run_1/congestion.png
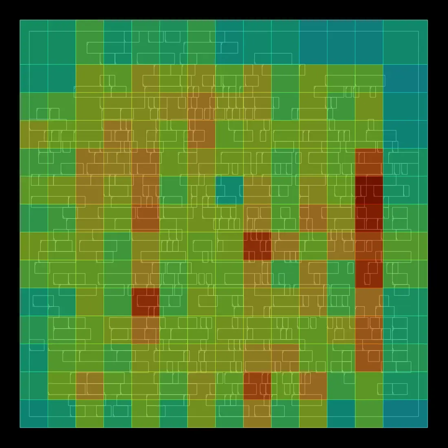
run_1/io_fan.png
Bar = 20 um.
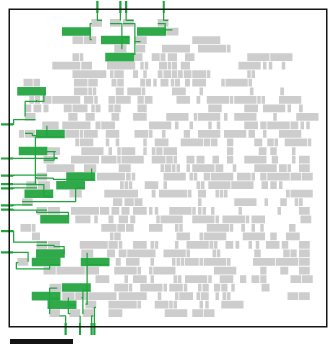
run_1/logic_types.png
Bar = 20 um.
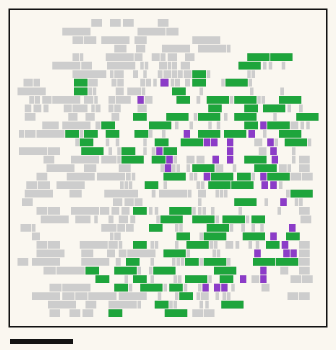
run_1/wires.png
Bar = 20 um.
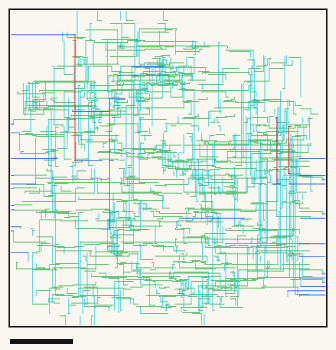
==> config.mk <==
export PLATFORM = sky130hd
export DESIGN_NAME = tpu_mac
export DESIGN_NICKNAME = d
export VERILOG_FILES = /design/src/rtl/tpu_mac.sv
export SDC_FILE = /design/constraint.sdc
export NUM_CORES = 1
export LEC_CHECK = 0
export CAP_MARGIN = 20
export CORE_MARGIN = 2
export CORE_UTILIZATION = 40
export DETAILED_ROUTE_END_ITERATION = 12
export PLACE_DENSITY_LB_ADDON = 0.1
export SLEW_MARGIN = 40
export SYNTH_ARGS = -nofsm -noshare
export SYNTH_HDL_FRONTEND = slang
export SYNTH_SLANG_ARGS = --single-unit
==> constraint.sdc <==
create_clock -name clk -period 5.75 [get_ports clk]
set_input_delay 1.15 -clock clk [delete_from_list [all_inputs] [get_ports clk]]
set_output_delay 1.15 -clock clk [all_outputs]
set_load 0.005 [all_outputs]
==> results_slide.txt, run 1 <==
Implementation Results

Synth
  • Commonest register cell after synthesis: dfrtp_1
  • FFs w/ async S/R, synth: 1.00
  • Yosys Instances: 381
  • Synth warnings: 0
  • Post-synth EDFFs: 0
  • Synth Instances: ~380
  • Cell Area, Synth: 3740 um^2
  • Post-Syn Area per Cell: about 9.8 um^2
  • Post-synthesis compound-gate area fraction: 0.0582
  • Ys flops: 35
  • Yosys chip area: approximately 3700 um^2
  • Yosys simple share: 0.122
  • Adder-Cell Fraction of Synth Area: 0.401
  • Mux frac, synth: 0.0519
  • Synth Area in XOR/XNOR: 0.0258
  • Syn_nets: just under 500
  • Cell Type Count: 36
  • Sequential fraction of the synthesis area: 0.234
  • Main logic family after synthesis: adder cells

Worst setup path
  • CP required: between 5 and 6 ns
  • Slowest cell on crit path: clkdlybuf4s50_1
  • CP Capture Type: register
  • Crit start category: input port
  • Crit path largest cell delay: 0.59 ns
  • Critical path depth: 17
  • CP Data Arrival Time: about 5.7 ns
  • Reg2Reg Depth: 15
  • Cell breakdown of the critical path: clkdlybuf4s50_1 -> and2_1 -> fa_1 -> inv_1 -> fa_1 -> inv_1 -> fa_1 -> inv_1 -> fa_1 -> inv_1 -> ha_1 -> o21ai_0 -> o21bai_1 -> a21oi_1 -> o21ai_1 -> xor2_1 -> mux2_2
  • Top Family by Delay on Critical Path: adder cells
  • Crit Path Category: in -> reg
  • FF-to-FF setup slack: 1.55 ns
  • WP buf/inv: 5
  • Worst-path maximum fanout: 8

CTS
  • Postcts setup bufs: 0
  • Worst-path clk slew: about 0.08 ns
  • Worst-Skew Late Latency: 0.29 ns
  • Bufs on Longest Clock Path: 2
  • Total CTS buffers: 5
  • CTS tree: done
  • Clk sinks: 35
  • Post-CTS Hold Buffers: 0
  • Number of H-tree levels: 2
  • # resized after CTS: 0
  • CTS root buffer: clkbuf_8

Timing
  • Hold_ws: approximately 0.51 ns
  • Count of final max-slew check failures: 0
  • Min Tclk post-route: around 5.5 ns
  • Fmax achieved: 0.182 GHz
  • Clock Skew: between 0.005 and 0.006 ns
  • RSZ-0062 raised after global routing: false
  • Tcrit/Tclk final: 0.955
  • Hold Vio Cnt, Final: 0
  • Rel. slew slack: 0.693
  • Post-route setup TNS: 0 ns
  • Final setup violating endpoints: 0
  • Slew @ Worst Pin: roughly 0.46 ns

Finish
  • Antenna Cells: 0
  • Fraction of layout cells with a size suffix above 1: 0.122
  • Most numerous logic cells after layout: inv_1, fa_1, nand2_1
  • Layout Nets: roughly 550
  • Area delta synth->final: 20.7%

Drt
  • Via/cell ratio: 4.67
  • DR iter-0 viols: 72
  • Detailed Routing Iterations Pass 1: 4
  • Post-route ant nets: 0
  • Residual DRC count: 0

Floorplanning
  • Die width: ~100 um
  • Chip height: about 100 um
  • Core Rows: 35
  • Placeable Area: between 9000 and 10000 um^2
  • Pre-Place Util: 0.409
  • Die ar.: just over 10000 um^2

Global routing
  • Grt ovf: 0
  • Largest net degree at the start of global routing: 36
  • First-pass GRT wire length: between 10000 and 15000 um
  • Antenna violations before repair: 0
  • Vias in the first global route: around 2900

Hold path
  • Hold Path Depth: 1
  • Hold Crit Class: reg -> reg

Run status
  • Status: completed

Placed design
  • GP Congestion: 0.855
  • Placed Instances: ~550
  • Placed wire-length estimate: 6300 um

Run
  • Tool Warnings: 26
  • Max-Cap Viols: 0
About congestion.png:
Top Usage Layer GRT: met1
GR Util met2: 0.258
global-route track usage on met1: 0.267
Final Core Density: 0.493
Total GRT Usage: 0.172

About io_fan.png:
Key: `out` = green [bits 17, direction output, end cells 17, buffers 17, wire 380 um]
I/O pin total: 37
port bufs: 36

About logic_types.png:
Key: adder and majority cells = green [cells 90, most used fa_1]; AND and OR gates = purple [cells 34, most used and2_1]
fraction of area in multi-input gates: 0.547
Non-Filler Instances: 555
dominant logic cell type in the layout: inv_1

About wires.png:
Key: metal 3 = blue [wire length 226 um]; metal 1 = green [wire length 3980 um]; metal 4 = red [wire length 118 um]; metal 2 = cyan [wire length 3130 um]
WL final: 7450 um
Wirelength per Cell: 13.4 um
via count: 2592

run 1: cells in the mapped netlist (4+ instances only):
master / number / share of area
a21o_1: 4 / 0.0080
a21oi_1: 9 / 0.012
and2_1: 32 / 0.054
dfrtp_1: 35 / 0.23
fa_1: 50 / 0.27
ha_1: 40 / 0.13
inv_1: 98 / 0.098
mux2_2: 15 / 0.045
nand2_1: 43 / 0.043
nor2_1: 6 / 0.0060
o21ai_1: 5 / 0.0067
xnor2_1: 6 / 0.014
xor2_1: 5 / 0.012
run 1: layout make-up:
type / count / area (um^2)
repair buffers: 59 / 528
flip-flops and latches: 35 / 876
inverters: 98 / 368
clock buffers: 5 / 68.8
well taps: 111 / 139
fillers: 864 / 4640
clock inverters: 3 / 67.6
multi-input cells: 244 / 2470
run 1: stage by stage:
stage	util	instance area, um^2	setup WS [ns]
after floorplan	-	3740	0.728
after global placement	0.479	4380	-0.0146
after detailed placement	0.478	4380	-0.0707
after CTS	0.493	4510	0.212
after global routing	0.493	4510	0.0185
final	0.493	4510	0.256
run 1: cells by family after synthesis:
| kind of cell | after synthesis |
|---|---|
| buffers and inverters | 102 |
| and+or+nand+nor | 93 |
| adders and majority gates | 90 |
| DFF | 35 |
| AOI/OAI and AO/OA | 33 |
| muxes | 17 |
| xor gates and xnor gates | 11 |
run 1: metal layers:
layer	up-vias	GRT usage	routed length (um)
met4	0	0.0432	117
met1	1258	0.267	3980
li1	1282	-	-
met2	42	0.258	3130
met3	10	0.0180	225
met5	-	0	0
## Run 2: what changed since run 1
CAP_MARGIN = default   (was 20)
CTS_CLUSTER_SIZE = 8   (was default)
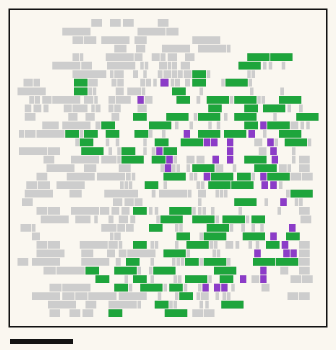
run_2/logic_types.png
Bar = 20 um.

==> run 2 against run 1 <==
Synthesized area is the same; clock skew is the same; worst hold slack is the same; synthesized cell count is the same; count of clock-buffer cells in the layout is the same; critical path type unchanged; critical endpoint unchanged; highest routed layer unchanged.
==> results_slide.txt, run 2 <==
Implementation Results

Synth
  • Synth warnings: 0 (unchanged)
  • Yosys Instances: 381 (unchanged)
  • Top cell area share: 0.268 (unchanged)
  • Synth Instances: 381 (unchanged)
  • Synth cell count leaders: inv_1, fa_1, nand2_1
  • Ys flops: 35 (unchanged)
  • Post-Syn Area per Cell: 9.82 um^2 (unchanged)
  • Sequential fraction of the synthesis area: 0.234 (unchanged)
  • Synth area leader: fa_1
  • Post-synth EDFFs: 0 (unchanged)
  • Cell Area, Synth: 3740 um^2 (unchanged)
  • FFs w/ async S/R, synth: 1.00 (unchanged)
  • Syn_nets: 490 (unchanged)

Run
  • Tool Warnings: 26 (unchanged)

Floorplanning
  • Chip height: 101 um (unchanged)
  • Placeable Area: 9150 um^2 (unchanged)
  • Die width: 101 um (unchanged)
  • I/O pin total: 37 (unchanged)
  • Die ar.: 10100 um^2 (unchanged)
  • Core Rows: 35 (unchanged)

CTS
  • Worst-Skew Late Latency: 0.29 ns (about the same)
  • # resized after CTS: 0 (unchanged)
  • Total CTS buffers: 5 (unchanged)
  • Post-CTS Hold Buffers: 0 (unchanged)
  • CTS root buffer: clkbuf_8
  • Worst-path clk slew: 0.08 ns (about the same)
  • Bufs on Longest Clock Path: 2 (unchanged)

Timing
  • Rel. slew slack: 0.693 (unchanged)
  • Clock Skew: 0.00558 ns (unchanged)
  • Min Tclk post-route: 5.49 ns (unchanged)
  • Fmax achieved: 0.182 GHz (unchanged)
  • Slew @ Worst Pin: 0.461 ns (unchanged)
  • RSZ-0062 raised after global routing: false
  • Tcrit/Tclk final: 0.955 (unchanged)

Finish
  • Non-Filler Instances: 555 (unchanged)
  • Antenna Cells: 0 (unchanged)
  • Dominant logic cell type in the layout: inv_1
  • Register area: 876 um^2 (unchanged)
  • Fillers: 864 (unchanged)
  • Area delta synth->final: 20.7% (unchanged)
  • Combinational gate area: 2470 um^2 (unchanged)
  • Layout Nets: 552 (unchanged)

Drt
  • Detailed Routing Iterations Pass 1: 4 (unchanged)
  • Wirelength per Cell: 13.4 um (unchanged)
  • DR iter-0 viols: 72 (unchanged)
  • Residual DRC count: 0 (unchanged)
  • Via/cell ratio: 4.67 (unchanged)
  • WL final: 7450 um (unchanged)
  • Via count: 2592 (unchanged)

Worst setup path
  • FF-to-FF setup slack: 1.55 ns (about the same)
  • Crit start category: input port
  • Crit Path Category: in -> reg

Global routing
  • Grt ovf: 0 (unchanged)
  • Total GRT Usage: 0.172 (unchanged)
  • Vias in the first global route: 2860 (unchanged)
  • First-pass GRT wire length: 13800 um (unchanged)
  • Largest net degree at the start of global routing: 36 (unchanged)

Placed design
  • GP Congestion: 0.855 (unchanged)
  • Placed wire-length estimate: 6300 um (unchanged)
  • Port bufs: 36 (unchanged)
  • Placed Instances: 547 (unchanged)

Run status
  • Status: completed
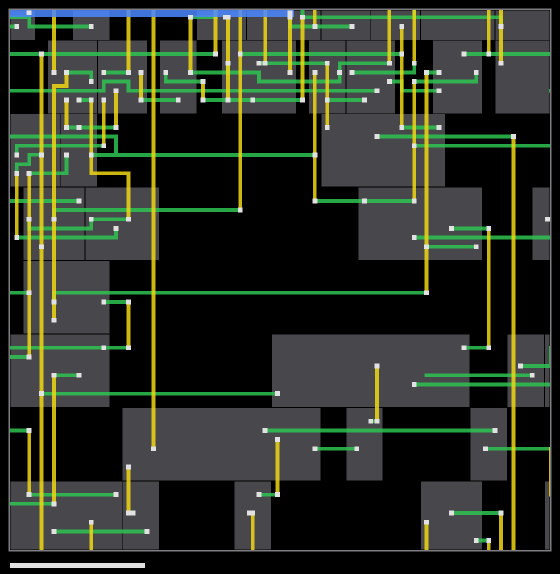
run_2/detail.png
Bar = 5 um. Window x 40 to 60, y 60 to 80 um. Cells in gray, sequential cells in the stronger gray; small squares are vias.
Key: metal 3 = blue; metal 1 = green; metal 2 = yellow
Most frequent: inv_1 (5), ha_1 (4), nand2_1 (3). Sequential cells in the window: 0. 23 logic cells have their middle in the window.

run 2: critical path, cell delays in order:
cell and delay (ns):
clkdlybuf4s50_1 0.59, and2_1 0.27, fa_1 0.53, inv_1 0.06, fa_1 0.54, inv_1 0.05
fa_1 0.48, inv_1 0.06, fa_1 0.54, inv_1 0.04, ha_1 0.31, o21ai_0 0.09
o21bai_1 0.10, a21oi_1 0.27, o21ai_1 0.14, xor2_1 0.17, mux2_2 0.28
run 2: kinds of logic after synthesis:
group,count (synthesis),share of synthesized area
flops,35,0.234
simple gates,93,0.122
xor+xnor,11,0.0258
buf+inv,102,0.106
fa+ha+maj,90,0.401
mux,17,0.0519
compound gates,33,0.0582
run 2: through the flow:
step                hold slack, ns  utilization  area, um^2  setup slack, ns
floorplan                    0.472            -        3740            0.728
global placement             0.492        0.479        4380          -0.0146
detailed placement           0.493        0.478        4380          -0.0707
CTS                          0.512        0.493        4510            0.212
global route                 0.527        0.493        4510           0.0185
finish                       0.511        0.493        4510            0.256
run 2: area by class of cell:
class                   instances  share of cell area
clock buffers                   5              0.0152
repair buffers                 59               0.117
multi-input cells             244               0.547
well taps                     111              0.0308
inverters                      98              0.0815
flip-flops and latches         35               0.194
clock inverters                 3              0.0150
run 2: routing by layer:
metal,vias to the layer above,track usage,share of wire
met5,-,0,0
met4,0,0.0432,0.016
met3,10,0.0180,0.030
met2,42,0.258,0.42
met1,1258,0.267,0.53
li1,1282,-,-
